### config.mk
export PLATFORM = sky130hd
export DESIGN_NAME = tower_ctrl_flat
export DESIGN_NICKNAME = d
export VERILOG_FILES = /design/src/rtl/tower_ctrl_if.sv /design/src/rtl/tower_ctrl.sv /design/src/flat_wrapper.sv
export SDC_FILE = /design/constraint.sdc
export NUM_CORES = 1
export LEC_CHECK = 0
export ABC_AREA = 1
export CORE_UTILIZATION = 40
export DETAILED_ROUTE_END_ITERATION = 10
export GPL_TIMING_DRIVEN = 0
export PLACE_DENSITY = 0.58
export SLEW_MARGIN = 0
export SYNTH_ARGS = -nofsm -noshare
export SYNTH_HDL_FRONTEND = slang
export SYNTH_SLANG_ARGS = --single-unit
export TNS_END_PERCENT = 30
### constraint.sdc
create_clock -name vga_clk -period 11.9 [get_ports vga_clk]
set_input_delay 2.38 -clock vga_clk [delete_from_list [all_inputs] [get_ports vga_clk]]
set_output_delay 2.38 -clock vga_clk [all_outputs]
set_load 0.01 [all_outputs]
### src/rtl/tower_ctrl_if.sv
// Bus between the unit spawners and the defender tower controller: hit
// strobes and unit positions in, HP, destroyed flags and return fire out.
interface tower_ctrl_if;
    logic       vsync;
    logic [2:0] idx_and, idx_or, idx_not, idx_nerd;
    logic [9:0] andX, andY, orX, orY, notX, notY, nerdX, nerdY;
    logic       towerrd, towerld, kingd;
    logic [7:0] hp_r, hp_l, hp_k;
    logic [2:0] attack_and, attack_or, attack_not, attack_nerd;

    modport master (
        output vsync, idx_and, idx_or, idx_not, idx_nerd,
               andX, andY, orX, orY, notX, notY, nerdX, nerdY,
        input  towerrd, towerld, kingd, hp_r, hp_l, hp_k,
               attack_and, attack_or, attack_not, attack_nerd
    );

    modport slave (
        input  vsync, idx_and, idx_or, idx_not, idx_nerd,
               andX, andY, orX, orY, notX, notY, nerdX, nerdY,
        output towerrd, towerld, kingd, hp_r, hp_l, hp_k,
               attack_and, attack_or, attack_not, attack_nerd
    );
endinterface

### src/rtl/tower_ctrl.sv
// Defender tower controller: once per frame it applies unit hits to the right,
// left and king towers, then resolves the towers' cooldown-gated return fire.
module tower_ctrl #(
    parameter int TOWER_HP    = 100,
    parameter int KING_HP     = 160,
    parameter int HIT_DMG     = 5,
    parameter int TOWER_DMG   = 2,
    parameter int FIRE_PERIOD = 60,
    parameter int RANGE       = 100
) (
    input logic         vga_clk,
    input logic         reset,
    tower_ctrl_if.slave bus
);

    typedef enum logic [1:0] {S_IDLE, S_SCAN, S_COMMIT} state_t;

    localparam logic [21:0] RANGE_SQ = 22'(RANGE * RANGE);
    localparam logic [7:0]  CD_LAST  = 8'(FIRE_PERIOD - 1);

    state_t      r_state;
    logic        r_vsync_q, r_vsync_q2;
    logic [3:0]  r_pair;
    logic [11:0] r_inrange;
    logic [2:0]  r_idx [4];
    logic [9:0]  r_ux [4];
    logic [9:0]  r_uy [4];
    logic [7:0]  r_hp [3];
    logic [7:0]  r_cd [3];
    logic [2:0]  r_dead;
    logic [2:0]  r_attack [4];

    logic               w_tick;
    logic [1:0]         w_tower, w_unit;
    logic [9:0]         w_tx, w_ty;
    logic [7:0]         w_hpSel;
    logic signed [10:0] w_dx, w_dy;
    logic signed [21:0] w_dx2, w_dy2;
    logic [21:0]        w_dist;
    logic               w_inRange;

    logic [2:0]  w_hits [3];
    logic [10:0] w_dmg [3];
    logic [7:0]  w_newHp [3];
    logic [7:0]  w_cdNext [3];
    logic [1:0]  w_tgt [3];
    logic [2:0]  w_fire;
    logic [4:0]  w_acc [4];
    logic [2:0]  w_attack [4];

    assign w_tick  = r_vsync_q & ~r_vsync_q2;
    assign w_tower = r_pair[3:2];
    assign w_unit  = r_pair[1:0];

    // Shared distance datapath, stepped through the 12 tower/unit pairs in SCAN.
    always_comb begin
        w_tx    = 10'd440;
        w_ty    = 10'd240;
        w_hpSel = r_hp[2];
        case (w_tower)
            2'd0: begin w_tx = 10'd400; w_ty = 10'd80;  w_hpSel = r_hp[0]; end
            2'd1: begin w_tx = 10'd400; w_ty = 10'd400; w_hpSel = r_hp[1]; end
            default: ;
        endcase
        w_dx      = $signed({1'b0, r_ux[w_unit]}) - $signed({1'b0, w_tx});
        w_dy      = $signed({1'b0, r_uy[w_unit]}) - $signed({1'b0, w_ty});
        w_dx2     = 22'(w_dx) * 22'(w_dx);
        w_dy2     = 22'(w_dy) * 22'(w_dy);
        w_dist    = $unsigned(w_dx2) + $unsigned(w_dy2);
        w_inRange = (|{r_ux[w_unit], r_uy[w_unit]}) && (w_hpSel != 8'd0)
                    && (w_dist < RANGE_SQ);
    end

    // Commit-time damage intake, cooldowns and target selection; a tower's
    // liveness here is judged on its HP from before this frame's hits.
    always_comb begin
        for (int t = 0; t < 3; t++) begin
            w_hits[t] = 3'd0;
            for (int u = 0; u < 4; u++)
                if (r_idx[u] == 3'(t + 1)) w_hits[t] = w_hits[t] + 3'd1;
            w_dmg[t]   = 11'(w_hits[t]) * 11'(HIT_DMG);
            w_newHp[t] = ({3'b000, r_hp[t]} > w_dmg[t]) ? (r_hp[t] - w_dmg[t][7:0]) : 8'd0;

            w_tgt[t] = 2'd3;
            if (r_inrange[t*4])        w_tgt[t] = 2'd0;
            else if (r_inrange[t*4+1]) w_tgt[t] = 2'd1;
            else if (r_inrange[t*4+2]) w_tgt[t] = 2'd2;

            w_fire[t]   = 1'b0;
            w_cdNext[t] = 8'd0;
            if ((r_hp[t] != 8'd0) && (|r_inrange[t*4 +: 4])) begin
                if (r_cd[t] == CD_LAST) w_fire[t] = 1'b1;
                else                    w_cdNext[t] = r_cd[t] + 8'd1;
            end
            if (w_newHp[t] == 8'd0) w_cdNext[t] = 8'd0;
        end

        for (int u = 0; u < 4; u++) begin
            w_acc[u] = 5'd0;
            for (int t = 0; t < 3; t++)
                if (w_fire[t] && (w_tgt[t] == 2'(u))) w_acc[u] = w_acc[u] + 5'(TOWER_DMG);
            w_attack[u] = (w_acc[u] > 5'd7) ? 3'd7 : w_acc[u][2:0];
        end
    end

    // Frame FSM: snapshot on tick, scan all pairs, then commit in one cycle.
    always_ff @(posedge vga_clk or posedge reset) begin
        if (reset) begin
            r_state    <= S_IDLE;
            r_vsync_q  <= 1'b0;
            r_vsync_q2 <= 1'b0;
            r_pair     <= 4'd0;
            r_inrange  <= 12'd0;
            r_dead     <= 3'b000;
            r_hp[0]    <= 8'(TOWER_HP);
            r_hp[1]    <= 8'(TOWER_HP);
            r_hp[2]    <= 8'(KING_HP);
            for (int t = 0; t < 3; t++) r_cd[t] <= 8'd0;
            for (int u = 0; u < 4; u++) begin
                r_idx[u]    <= 3'd0;
                r_ux[u]     <= 10'd0;
                r_uy[u]     <= 10'd0;
                r_attack[u] <= 3'd0;
            end
        end else begin
            r_vsync_q  <= bus.vsync;
            r_vsync_q2 <= r_vsync_q;
            case (r_state)
                S_IDLE: begin
                    if (w_tick) begin
                        r_idx[0]  <= bus.idx_and;  r_ux[0] <= bus.andX;  r_uy[0] <= bus.andY;
                        r_idx[1]  <= bus.idx_or;   r_ux[1] <= bus.orX;   r_uy[1] <= bus.orY;
                        r_idx[2]  <= bus.idx_not;  r_ux[2] <= bus.notX;  r_uy[2] <= bus.notY;
                        r_idx[3]  <= bus.idx_nerd; r_ux[3] <= bus.nerdX; r_uy[3] <= bus.nerdY;
                        r_pair    <= 4'd0;
                        r_inrange <= 12'd0;
                        r_state   <= S_SCAN;
                    end
                end
                S_SCAN: begin
                    r_inrange[r_pair] <= w_inRange;
                    if (r_pair == 4'd11) r_state <= S_COMMIT;
                    else                 r_pair  <= r_pair + 4'd1;
                end
                S_COMMIT: begin
                    for (int t = 0; t < 3; t++) begin
                        r_hp[t] <= w_newHp[t];
                        r_cd[t] <= w_cdNext[t];
                        if (w_newHp[t] == 8'd0) r_dead[t] <= 1'b1;
                    end
                    for (int u = 0; u < 4; u++) r_attack[u] <= w_attack[u];
                    r_state <= S_IDLE;
                end
                default: r_state <= S_IDLE;
            endcase
        end
    end

    assign bus.hp_r        = r_hp[0];
    assign bus.hp_l        = r_hp[1];
    assign bus.hp_k        = r_hp[2];
    assign bus.towerrd     = r_dead[0];
    assign bus.towerld     = r_dead[1];
    assign bus.kingd       = r_dead[2];
    assign bus.attack_and  = r_attack[0];
    assign bus.attack_or   = r_attack[1];
    assign bus.attack_not  = r_attack[2];
    assign bus.attack_nerd = r_attack[3];

endmodule

### src/flat_wrapper.sv
// flat-port wrapper written by rule: the top's interface ports become plain ports
module tower_ctrl_flat 
#(
    parameter int TOWER_HP    = 100,
    parameter int KING_HP     = 160,
    parameter int HIT_DMG     = 5,
    parameter int TOWER_DMG   = 2,
    parameter int FIRE_PERIOD = 60,
    parameter int RANGE       = 100
)
  (vga_clk, reset, bus_vsync, bus_idx_and, bus_idx_or, bus_idx_not, bus_idx_nerd, bus_andX, bus_andY, bus_orX, bus_orY, bus_notX, bus_notY, bus_nerdX, bus_nerdY, bus_towerrd, bus_towerld, bus_kingd, bus_hp_r, bus_hp_l, bus_hp_k, bus_attack_and, bus_attack_or, bus_attack_not, bus_attack_nerd);
  tower_ctrl_if bus_i ();
  input logic vga_clk;
  input logic reset;
  input wire logic [$bits(bus_i.vsync)-1:0] bus_vsync;
  input wire logic [$bits(bus_i.idx_and)-1:0] bus_idx_and;
  input wire logic [$bits(bus_i.idx_or)-1:0] bus_idx_or;
  input wire logic [$bits(bus_i.idx_not)-1:0] bus_idx_not;
  input wire logic [$bits(bus_i.idx_nerd)-1:0] bus_idx_nerd;
  input wire logic [$bits(bus_i.andX)-1:0] bus_andX;
  input wire logic [$bits(bus_i.andY)-1:0] bus_andY;
  input wire logic [$bits(bus_i.orX)-1:0] bus_orX;
  input wire logic [$bits(bus_i.orY)-1:0] bus_orY;
  input wire logic [$bits(bus_i.notX)-1:0] bus_notX;
  input wire logic [$bits(bus_i.notY)-1:0] bus_notY;
  input wire logic [$bits(bus_i.nerdX)-1:0] bus_nerdX;
  input wire logic [$bits(bus_i.nerdY)-1:0] bus_nerdY;
  output wire logic [$bits(bus_i.towerrd)-1:0] bus_towerrd;
  output wire logic [$bits(bus_i.towerld)-1:0] bus_towerld;
  output wire logic [$bits(bus_i.kingd)-1:0] bus_kingd;
  output wire logic [$bits(bus_i.hp_r)-1:0] bus_hp_r;
  output wire logic [$bits(bus_i.hp_l)-1:0] bus_hp_l;
  output wire logic [$bits(bus_i.hp_k)-1:0] bus_hp_k;
  output wire logic [$bits(bus_i.attack_and)-1:0] bus_attack_and;
  output wire logic [$bits(bus_i.attack_or)-1:0] bus_attack_or;
  output wire logic [$bits(bus_i.attack_not)-1:0] bus_attack_not;
  output wire logic [$bits(bus_i.attack_nerd)-1:0] bus_attack_nerd;
  assign bus_i.vsync = bus_vsync;
  assign bus_i.idx_and = bus_idx_and;
  assign bus_i.idx_or = bus_idx_or;
  assign bus_i.idx_not = bus_idx_not;
  assign bus_i.idx_nerd = bus_idx_nerd;
  assign bus_i.andX = bus_andX;
  assign bus_i.andY = bus_andY;
  assign bus_i.orX = bus_orX;
  assign bus_i.orY = bus_orY;
  assign bus_i.notX = bus_notX;
  assign bus_i.notY = bus_notY;
  assign bus_i.nerdX = bus_nerdX;
  assign bus_i.nerdY = bus_nerdY;
  assign bus_towerrd = bus_i.towerrd;
  assign bus_towerld = bus_i.towerld;
  assign bus_kingd = bus_i.kingd;
  assign bus_hp_r = bus_i.hp_r;
  assign bus_hp_l = bus_i.hp_l;
  assign bus_hp_k = bus_i.hp_k;
  assign bus_attack_and = bus_i.attack_and;
  assign bus_attack_or = bus_i.attack_or;
  assign bus_attack_not = bus_i.attack_not;
  assign bus_attack_nerd = bus_i.attack_nerd;
  tower_ctrl #(.TOWER_HP(TOWER_HP), .KING_HP(KING_HP), .HIT_DMG(HIT_DMG), .TOWER_DMG(TOWER_DMG), .FIRE_PERIOD(FIRE_PERIOD), .RANGE(RANGE)) u_core (.vga_clk(vga_clk), .reset(reset), .bus(bus_i));
endmodule
Fig. 1: signal wires by layer
Scale bar: 50 um.
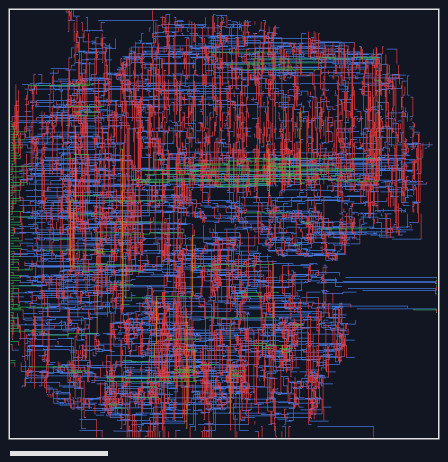
[blue] metal 1 | wire length: 22.2 mm
[red] metal 2 | wire length: 24.3 mm
[orange] metal 4 | wire length: 611 um
[green] metal 3 | wire length: 2240 um
drt total wl: 49.4 mm
drt wl/cell: 15.8 um
vias: 15300
gr usage total: 0.215

Fig. 2: sequential cells grouped by signal name
Scale bar: 50 um.
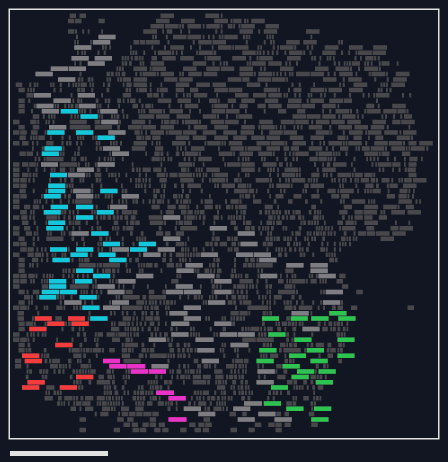
[green] u_core.r_cd | flops: 24
[red] u_core.r_idx | flops: 12 | where: south-west
[cyan] u_core.r_uy | flops: 40 | where: west
[magenta] u_core.bus.hp_r | flops: 8
not coloured: 91
fin util: 0.465
flop share of the area: 0.203
sequential cell area: 4390 um2

Fig. 3: clock wiring as the flow saved it
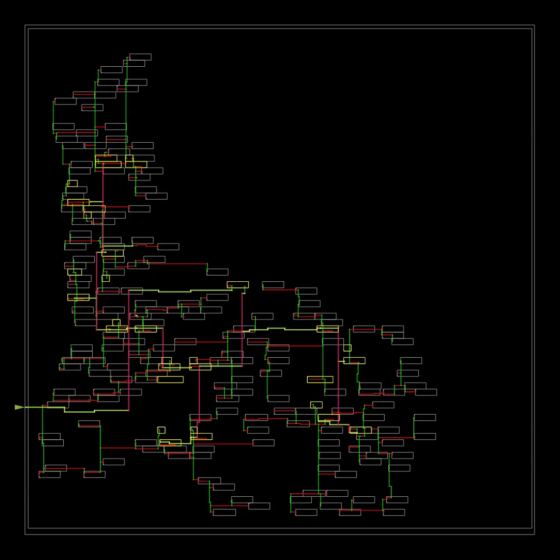
clk_buf instances: 18
clock latency at the later pin of the worst-skew pair: 0.45 ns
worst-case clock skew: 0.00929 ns

==> changes_impl.md <==
### Metrics

* Post-Syn Area per Cell at 8.00 um2
* Most numerous logic cells after layout: nand2_1, inv_1, fa_1, nor2_1, dfrtp_1
* Flip-flops with a built-in enable at 0
* Die area at 48000 um2
* GRT overflow at 0
* Post-synth top flop: dfrtp_1
* Critical path type: flop to flop
* Worst-path clk slew at 0.07 ns
* Met3 Track Usage GR at 0.0277
* Ant diodes at 0
* Final antenna-violating net count at 0
* Worst R2R Setup Slack at 2.03 ns
* Met2 Resource Use GR at 0.371
* Top cell area share at 0.260
* Crit-path slowest cell: o311ai_0
* Highest-count logic cell in the final layout: nand2_1
* Fmax at 101 MHz
* Yosys Instances at 2358
* End point of the critical path: u_core.r_inrange[3]
* Bufs w/o clock at 190
* FF-to-FF End: u_core.r_inrange[3]
* CP Data Required Time at 12.29 ns
* Met2 wire length at 24.3 mm
* CP dominant cell by count: nand2_1
* Final setup fails at 0
* Wl on met1 at 22.2 mm
* Flops at 175
* Setup bufs post-CTS at 0
* I/O Pins at 134
* Vias per inst at 4.88
* Comb/total area at 0.574
* Crit path max-delay family: adder cells
* Final instance area at 21600 um2
* Min setup slack post-route at 2.03 ns
* Startpoint Class: flop
* Multi-In Gates at 1664
* Ys async rst share at 1.00
* Cell count after synthesis at 2358
* Vias in the first global route at 15400
* Max-area cell class: combinational gates
* Placed inst area at 21000 um2
* Worst Tran Pin Value at 0.971 ns
* Max clock buf depth at 2
* Fillers at 4648
* Die Wd at 219 um
* Fp util at 0.405
* Endpoint type of the worst setup path: flop
* CORE AREA at 46600 um2
* Tapcells at 607
* Final Non-Filler Cells at 3132
* Global-route wire length before repair at 80.0 mm
* TritonCTS Sinks at 175
* Post-Syn Nets at 2836
* Clk root buf: clkbuf_16
* WP depth at 36
* MI comb area at 12400 um2
* Chip Area, Yosys at 18900 um2
* FP Rows at 79
* Met3 wire len at 2.24 mm
* Placed Instances at 3100
* Largest net degree at the start of global routing at 128
* Hold_sp: u_core.r_vsync_q
* Nets at 2990
* H-tree depth at 4
* Hold violation total from the final report at 0
* Top sig layer: met4
* Distinct lib cells at 47
* Final TNS setup at 0 ns
* RSZ-0062 raised after global routing: no
* Met1 usage at 0.292
* Most instantiated cells after synthesis: nand2_1, inv_1, fa_1
* Max incr delay on CP at 0.66 ns
* Share of post-route cells with drive strength above 1 at 0.0444
* Layout area overhead at 14.7%
* Synth flops at 175
* Outcome: complete, no violations
* Detailed Place HPWL at 41.8 mm
* Clock-cell share at 0.0294
* CP bufs+invs at 11
* Routability cong. at 0.889
* Cell area leaders: fa_1, dfrtp_1, nand2_1, ha_1, inv_1
* Cycle use final at 0.830
* Residual DRC at 0
* Critical path arrival at 10.26 ns
* First-pass DRT Iterations at 5
[flip-flops by register name (all words and copies together) (netlist names)]
name and count:
u_core.r_inrange 12, u_core.bus.attack_or 3, u_core.bus.attack_and 3, u_core.r_idx 12
u_core.r_dead 3, u_core.r_vsync_q2 1, u_core.r_ux 40, u_core.r_cd 24
u_core.r_pair 4, u_core.r_vsync_q 1, u_core.bus.hp_r 8, u_core.r_uy 40
u_core.bus.attack_nerd 3, u_core.r_state 2, u_core.bus.hp_k 8, u_core.bus.hp_l 8
u_core.bus.attack_not 3
[kinds of logic (layout without fill, tap and decap cells)]
logic type,count (synthesis),in the layout,share of synthesized area
simple gates,1074,1074,0.234
buf+inv,519,686,0.109
fa+ha+maj,383,383,0.352
flops,175,175,0.233
compound gates,152,152,0.0461
xor+xnor,55,55,0.0263
